Design tiny_fpga_flash_loader_flat, sky130hd; sources not shown.
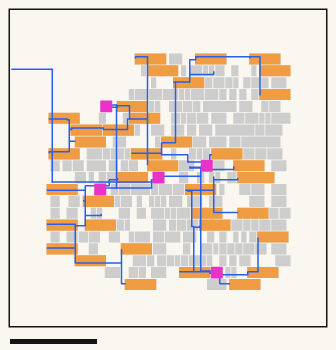
Figure 1: run 1, routed clock nets over the placement.
Scale bar: 20 um.
- magenta: cells driving clock nets (count 5)
- orange: flip-flops (count 37)
- blue: clock wires (length 461 um)
- routed clock nets: 6
- flops lie: widely spread
clock group power: 365 uW
clock power share: 30.3%
Late-Pin Clk Latency: 0.34 ns
skew final: 0.0105 ns

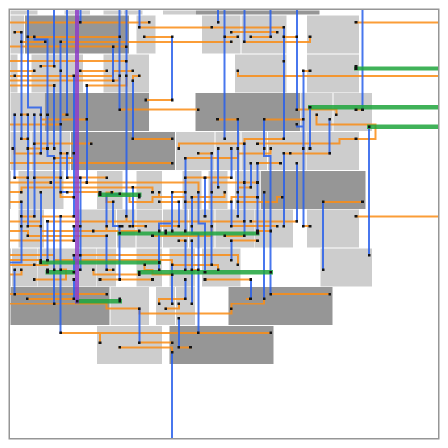
Figure 2: run 1, close-up of the layout.
Window x 39 to 69, y 3 to 33 um. Cells in gray, sequential cells in the stronger gray; small squares are vias.
- blue: met2
- purple: met4
- green: met3
- orange: met1
- cells with their middle in the window: 53
- most frequent: dfxtp_1 (8), clkdlybuf4s50_1 (6), nand3_1 (5)
- sequential cells in the window: 8

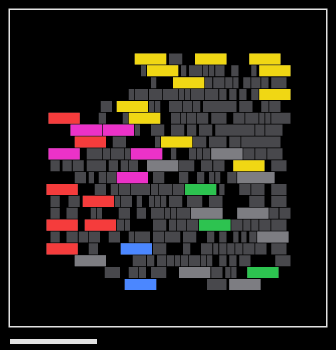
Figure 3: run 1, sequential cells colored by netlist name.
Scale bar: 20 um. Other sequential cells in the stronger gray, the rest of the logic in the fainter gray.
- green: `u_core.state_r` (sequential cells 3)
- magenta: `u_core.cmd_cnt_r` (sequential cells 5)
- yellow: `u_core.beat_cnt_r` (sequential cells 11)
- red: `u_core.shreg_r` (sequential cells 7)
- blue: `u_core.div_r` (sequential cells 2)
- not colored: 9
flip-flop and latch area: 744 um2
final core utilization: 69.0%
Power Sequential: 738 uW

==> out/qor.yml, run 1 <==
finish:
  layout.nets: 239
  num_antenna_cells: 0
  largest_reg_flops: 11
  final_cell_mix: "dfxtp_1 (36), nor2_1 (21), nand2_1 (14)"
synthesis:
  syn-num-nets: 220
  area_leaders: "dfxtp_1 (41%), nor2_1 (4.3%), nand3_1 (3.9%), nor2b_1 (3.8%), ha_1 (3.4%)"
  ys_area_um2: 1810
  synthDominantCellAreaShare_pct: 40.8
  avgSynthCellArea_um2: 8.68
  yosysUniqueCellTypes: 47
  yosysWarnings: 0
  syn_inst: 209
  synth_flops: 37
timing:
  hold_violations: 0
  timing.final.ws_setup_ns: 0.0727
  min_period_ns: 1.98
  setup_viol: 0
cts:
  clkTransAtPathRegs_ns: 0.10
  tritoncts: "built"
  clock-root-buffer: "clkbuf_4"
  clock-sinks: 37
  numCtsBuffers: 5
worst_hold_path:
  hold_class: "input pin to flip-flop"
floorplan:
  io_pins: 15
  fp-utilization_pct: 59.4
status:
  status: "completed"
place:
  dpl.hpwl_mm: 2.58
  place_ws_ns: -0.189
grt:
  gr-usage-met1_pct: 18.0
  grt_pass1_wl_mm: 5.98
  grt_overflow: 0
  grtUsageTotal_pct: 14.5
drt:
  via_per_inst: 5.53
  wl_per_cell_um: 13.5
  wl_mm: 3.69
  vias: 1511
run:
  maxCapViolCount: 0
setup_path:
  required_ns: 2.32
  critical_path_cell_count: 9
  path_cells: "nand2_4 > inv_4 > ha_4 > ha_4 > nand3_2 > or3_4 > nor4_4 > nand3_1 > a21oi_1"
  ff2ff_path_depth: 9
  crit_arrival_ns: 2.25
power:
  leakagePower_uw: 0.000806
## run 1: timing repair
| action | CTS | global route |
|---|---|---|
| buffers inserted | 0 | 1 |
| hold buffers | 0 | 0 |
| endpoints found under the setup margin | 0 | 3 |
| resized | 0 | 13 |
## run 1: layout make-up
type,count,area [um2]
sequential,37,744
multi-input combinational,154,1020
tap,44,55.1
inverter,6,25.0
fill,244,947
clock buffer,8,48.8
timing repair buffer,24,214
## run 1: cells by family (layout without fill, tap and decap cells)
logic type      Yosys count  after routing  synth area share (%)
simple gates             92             92                  27.9
compound gates           43             43                  16.0
flops                    37             37                  40.8
buf+inv                  18             38                  5.03
xor+xnor                 13             13                  6.28
fa+ha+maj                 5              5                  3.45
mux                       1              1                 0.552
## run 1: stage by stage
stage | total power, uW | cells | cell area [um2] | TNS, ns | hold WS [ns]
finish | 1210 | 273 | 2110 | 0 | 0.464
global route | 1250 | 273 | 2110 | -0.0142 | 0.493
detailed placement | 861 | 264 | 2010 | -0.352 | 0.472
CTS | 1220 | 272 | 2060 | 0 | 0.450
floorplan | 826 | 209 | 1820 | 0 | 0.349
global placement | 859 | 264 | 2010 | -0.131 | 0.464
## run 1: worst min-delay path: stages
cell and delay, ns:
clkdlybuf4s50_1 0.43, nand3_1 0.09, nor3_1 0.04
## run 1: power breakdown
group	internal [uW]	switching [uW]	total [uW]
Sequential	727	11.6	738
Combinational	41.2	61.0	102
Clock	137	228	365
## run 1: synthesized netlist by cell type, types with 4 or more instances
cell type	instances
inv_1	5
clkbuf_1	4
nor3_1	6
nand3_1	14
ha_1	5
a21oi_1	9
dfxtp_1	37
nor2b_1	11
nor2_1	21
nand2_1	15
buf_2	4
xor2_1	7
o21ai_0	7
xnor2_1	6
and3_1	5
a22oi_1	8
## run 1: metal layers
layer,part of all wire (%),routed length (um)
met5,0,0
met4,2.0,74
met3,5.3,194
met2,45,1640
met1,48,1780
Figure 4. Cell sizes after repair (run 1).
Scale bar: 20 um.
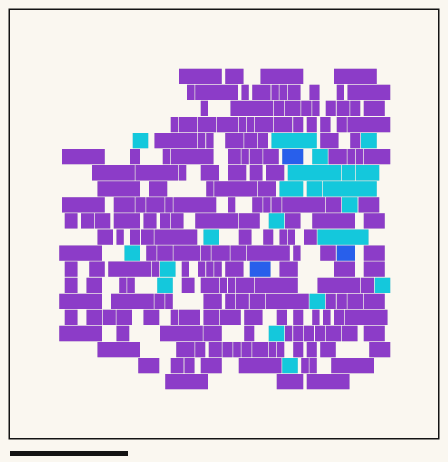

==> run 1 -> run 2 <==
--- a/config.mk
+++ b/config.mk
@@ -6,13 +6,13 @@
 export NUM_CORES = 1
 export LEC_CHECK = 0
 export CORE_MARGIN = 8
-export CORE_UTILIZATION = 57
+export CORE_UTILIZATION = 45
 export CTS_CLUSTER_DIAMETER = 80
 export CTS_CLUSTER_SIZE = 30
 export DETAILED_ROUTE_END_ITERATION = 8
 export GPL_ROUTABILITY_DRIVEN = 0
 export MAX_ROUTING_LAYER = met4
-export PLACE_DENSITY = 0.85
+export PLACE_DENSITY = 0.7
 export RECOVER_POWER = 25
 export SKIP_LAST_GASP = 1
 export SYNTH_ARGS = -nofsm -noshare
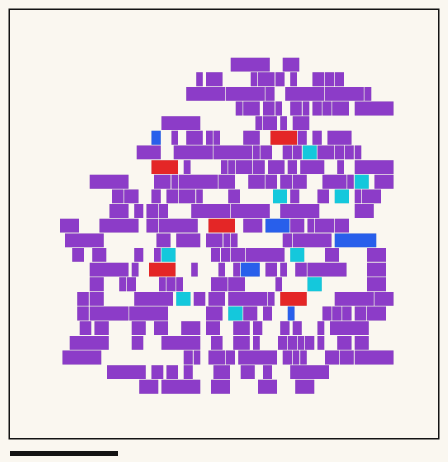
Figure 5: run 2, cell sizes after repair.
Scale bar: 20 um.
- blue: drive 2 (cells 5; share 2.2%)
- purple: drive 1 or less (cells 209; share 92%)
- cyan: drive 3 to 4 (cells 9; share 3.9%)
- red: drive 6 and up (cells 5; share 2.2%)
number of non-clock buffers: 25
Syn-to-layout area delta: 14.7%

==> run 2 against run 1 <==
Against the previous run:
- wire length fell by 1.8%
- sequential share of layout area rose by 0.30 points
- sequential power barely moved
- worst hold slack improved by 0.015 ns
- synthesized cell count did not move
- critical path type is now input pin to flip-flop
- critical endpoint unchanged
- largest cell class unchanged
- largest power group unchanged
==> out/qor.yml, run 2 <==
cts:
  clock-sinks: 37  # unchanged
  clkTransAtPathRegs_ns: 0.07  # -0.03 ns
  insertion_delay_ns: 0.29  # -0.05 ns
  post_cts_buffers: 0  # unchanged
  clock-root-buffer: "clkbuf_8"
  numCtsBuffers: 5  # unchanged
  tritoncts: "built"
  ctsHoldBuffers: 0  # unchanged
  cts_resized: 0  # unchanged
synthesis:
  ys_top_cells_by_count: "dfxtp_1 (37), nor2_1 (21), nand2_1 (15)"
  most_common_cell: "dfxtp_1"
  syn-num-nets: 220  # unchanged
  yosysUniqueCellTypes: 47  # unchanged
  yosysWarnings: 0  # unchanged
  avgSynthCellArea_um2: 8.68  # unchanged
  area_leaders: "dfxtp_1 (41%), nor2_1 (4.3%), nand3_1 (3.9%), nor2b_1 (3.8%), ha_1 (3.4%)"
  synth_flops: 37  # unchanged
  synthDominantCellAreaShare_pct: 40.8  # unchanged
  ys_area_um2: 1810  # unchanged
grt:
  grt_overflow: 0  # unchanged
  gr-usage-met1_pct: 16.0  # -1.9 points
  grtUsageTotal_pct: 13.0  # -1.5 points
  grt_pass1_wl_mm: 6.42  # +7.5%
finish:
  fin_util_pct: 52.8  # -16 points
  num_antenna_cells: 0  # unchanged
  num-fill-cells: 383  # +57%
  layout.nets: 240  # +0.42%
  final_cell_mix: "dfxtp_1 (36), nor2_1 (21), nand2_1 (15)"
  largest_reg_flops: 11  # unchanged
  postLayoutCellArea_um2: 2080  # -1.2%
floorplan:
  fp-utilization_pct: 46.0  # -13 points
  io_pins: 15  # unchanged
timing:
  hold_violations: 0  # unchanged
  setup_viol: 0  # unchanged
  min_period_ns: 1.90  # -0.0764 ns
  finClkSkew_ns: 0.0120  # +0.00146 ns
power:
  leakagePower_uw: 0.000782  # -3.0%
run:
  maxCapViolCount: 0  # unchanged
drt:
  wl_mm: 3.63  # -1.8%
  via_per_inst: 5.35  # -3.3%
  vias: 1488  # -1.5%
place:
  dpl.hpwl_mm: 2.62  # +1.4%
  place_ws_ns: -0.133  # +0.0552 ns
setup_path:
  required_ns: 2.27  # -0.05 ns
  ff2ff_path_depth: 9  # unchanged
  critical_path_cell_count: 10  # +1
status:
  status: "completed"
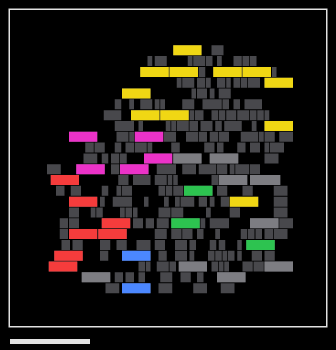
Figure 6: run 2, sequential cells colored by netlist name.
Scale bar: 20 um. Other sequential cells in the stronger gray, the rest of the logic in the fainter gray.
- magenta: `u_core.cmd_cnt_r` (sequential cells 5; where middle)
- yellow: `u_core.beat_cnt_r` (sequential cells 11)
- blue: `u_core.div_r` (sequential cells 2)
- red: `u_core.shreg_r` (sequential cells 7)
- green: `u_core.state_r` (sequential cells 3)
Power Sequential: 740 uW
flip-flop and latch area: 742 um2

-- run 2: final cells by class --
cell class	instances	area share, %
Timing Repair Buffer	25	10.3
Clock inverter	1	0.241
Inverter	6	1.08
Sequential cell	37	35.7
Clock buffer	5	3.31
Tap cell	50	3.01
Multi-Input combinational cell	154	46.4
-- run 2: per-stage QoR --
stage / power (uW) / instances
after floorplan: 826 / 209
after global placement: 865 / 272
after detailed placement: 865 / 272
after CTS: 1330 / 278
after global routing: 1370 / 278
final: 1310 / 278
-- run 2: logic make-up (layout without fill, tap and decap cells) --
| kind of cell | after synthesis | in the layout | synth area share [%] |
|---|---|---|---|
| DFF | 37 | 37 | 40.8 |
| adders and majority gates | 5 | 5 | 3.45 |
| muxes | 1 | 1 | 0.552 |
| and+or+nand+nor | 92 | 92 | 27.9 |
| AOI/OAI and AO/OA | 43 | 43 | 16.0 |
| buffers and inverters | 18 | 37 | 5.03 |
| xor gates and xnor gates | 13 | 13 | 6.28 |
-- run 2: routing by layer --
metal  vias up  wire, um
li1        770         -
met1       670      1790
met2        40      1550
met3         8       215
met4         0        71
met5         -         0
-- run 2: report_power, final --
group / leakage, uW / total [uW] / switching, uW / internal [uW]
logic: 0.000442 / 104 / 61.3 / 43.0
clock network: 0.0000399 / 466 / 242 / 224
registers: 0.000300 / 740 / 12.1 / 728
No activity file was given, so power comes from the tool's default toggle rates.
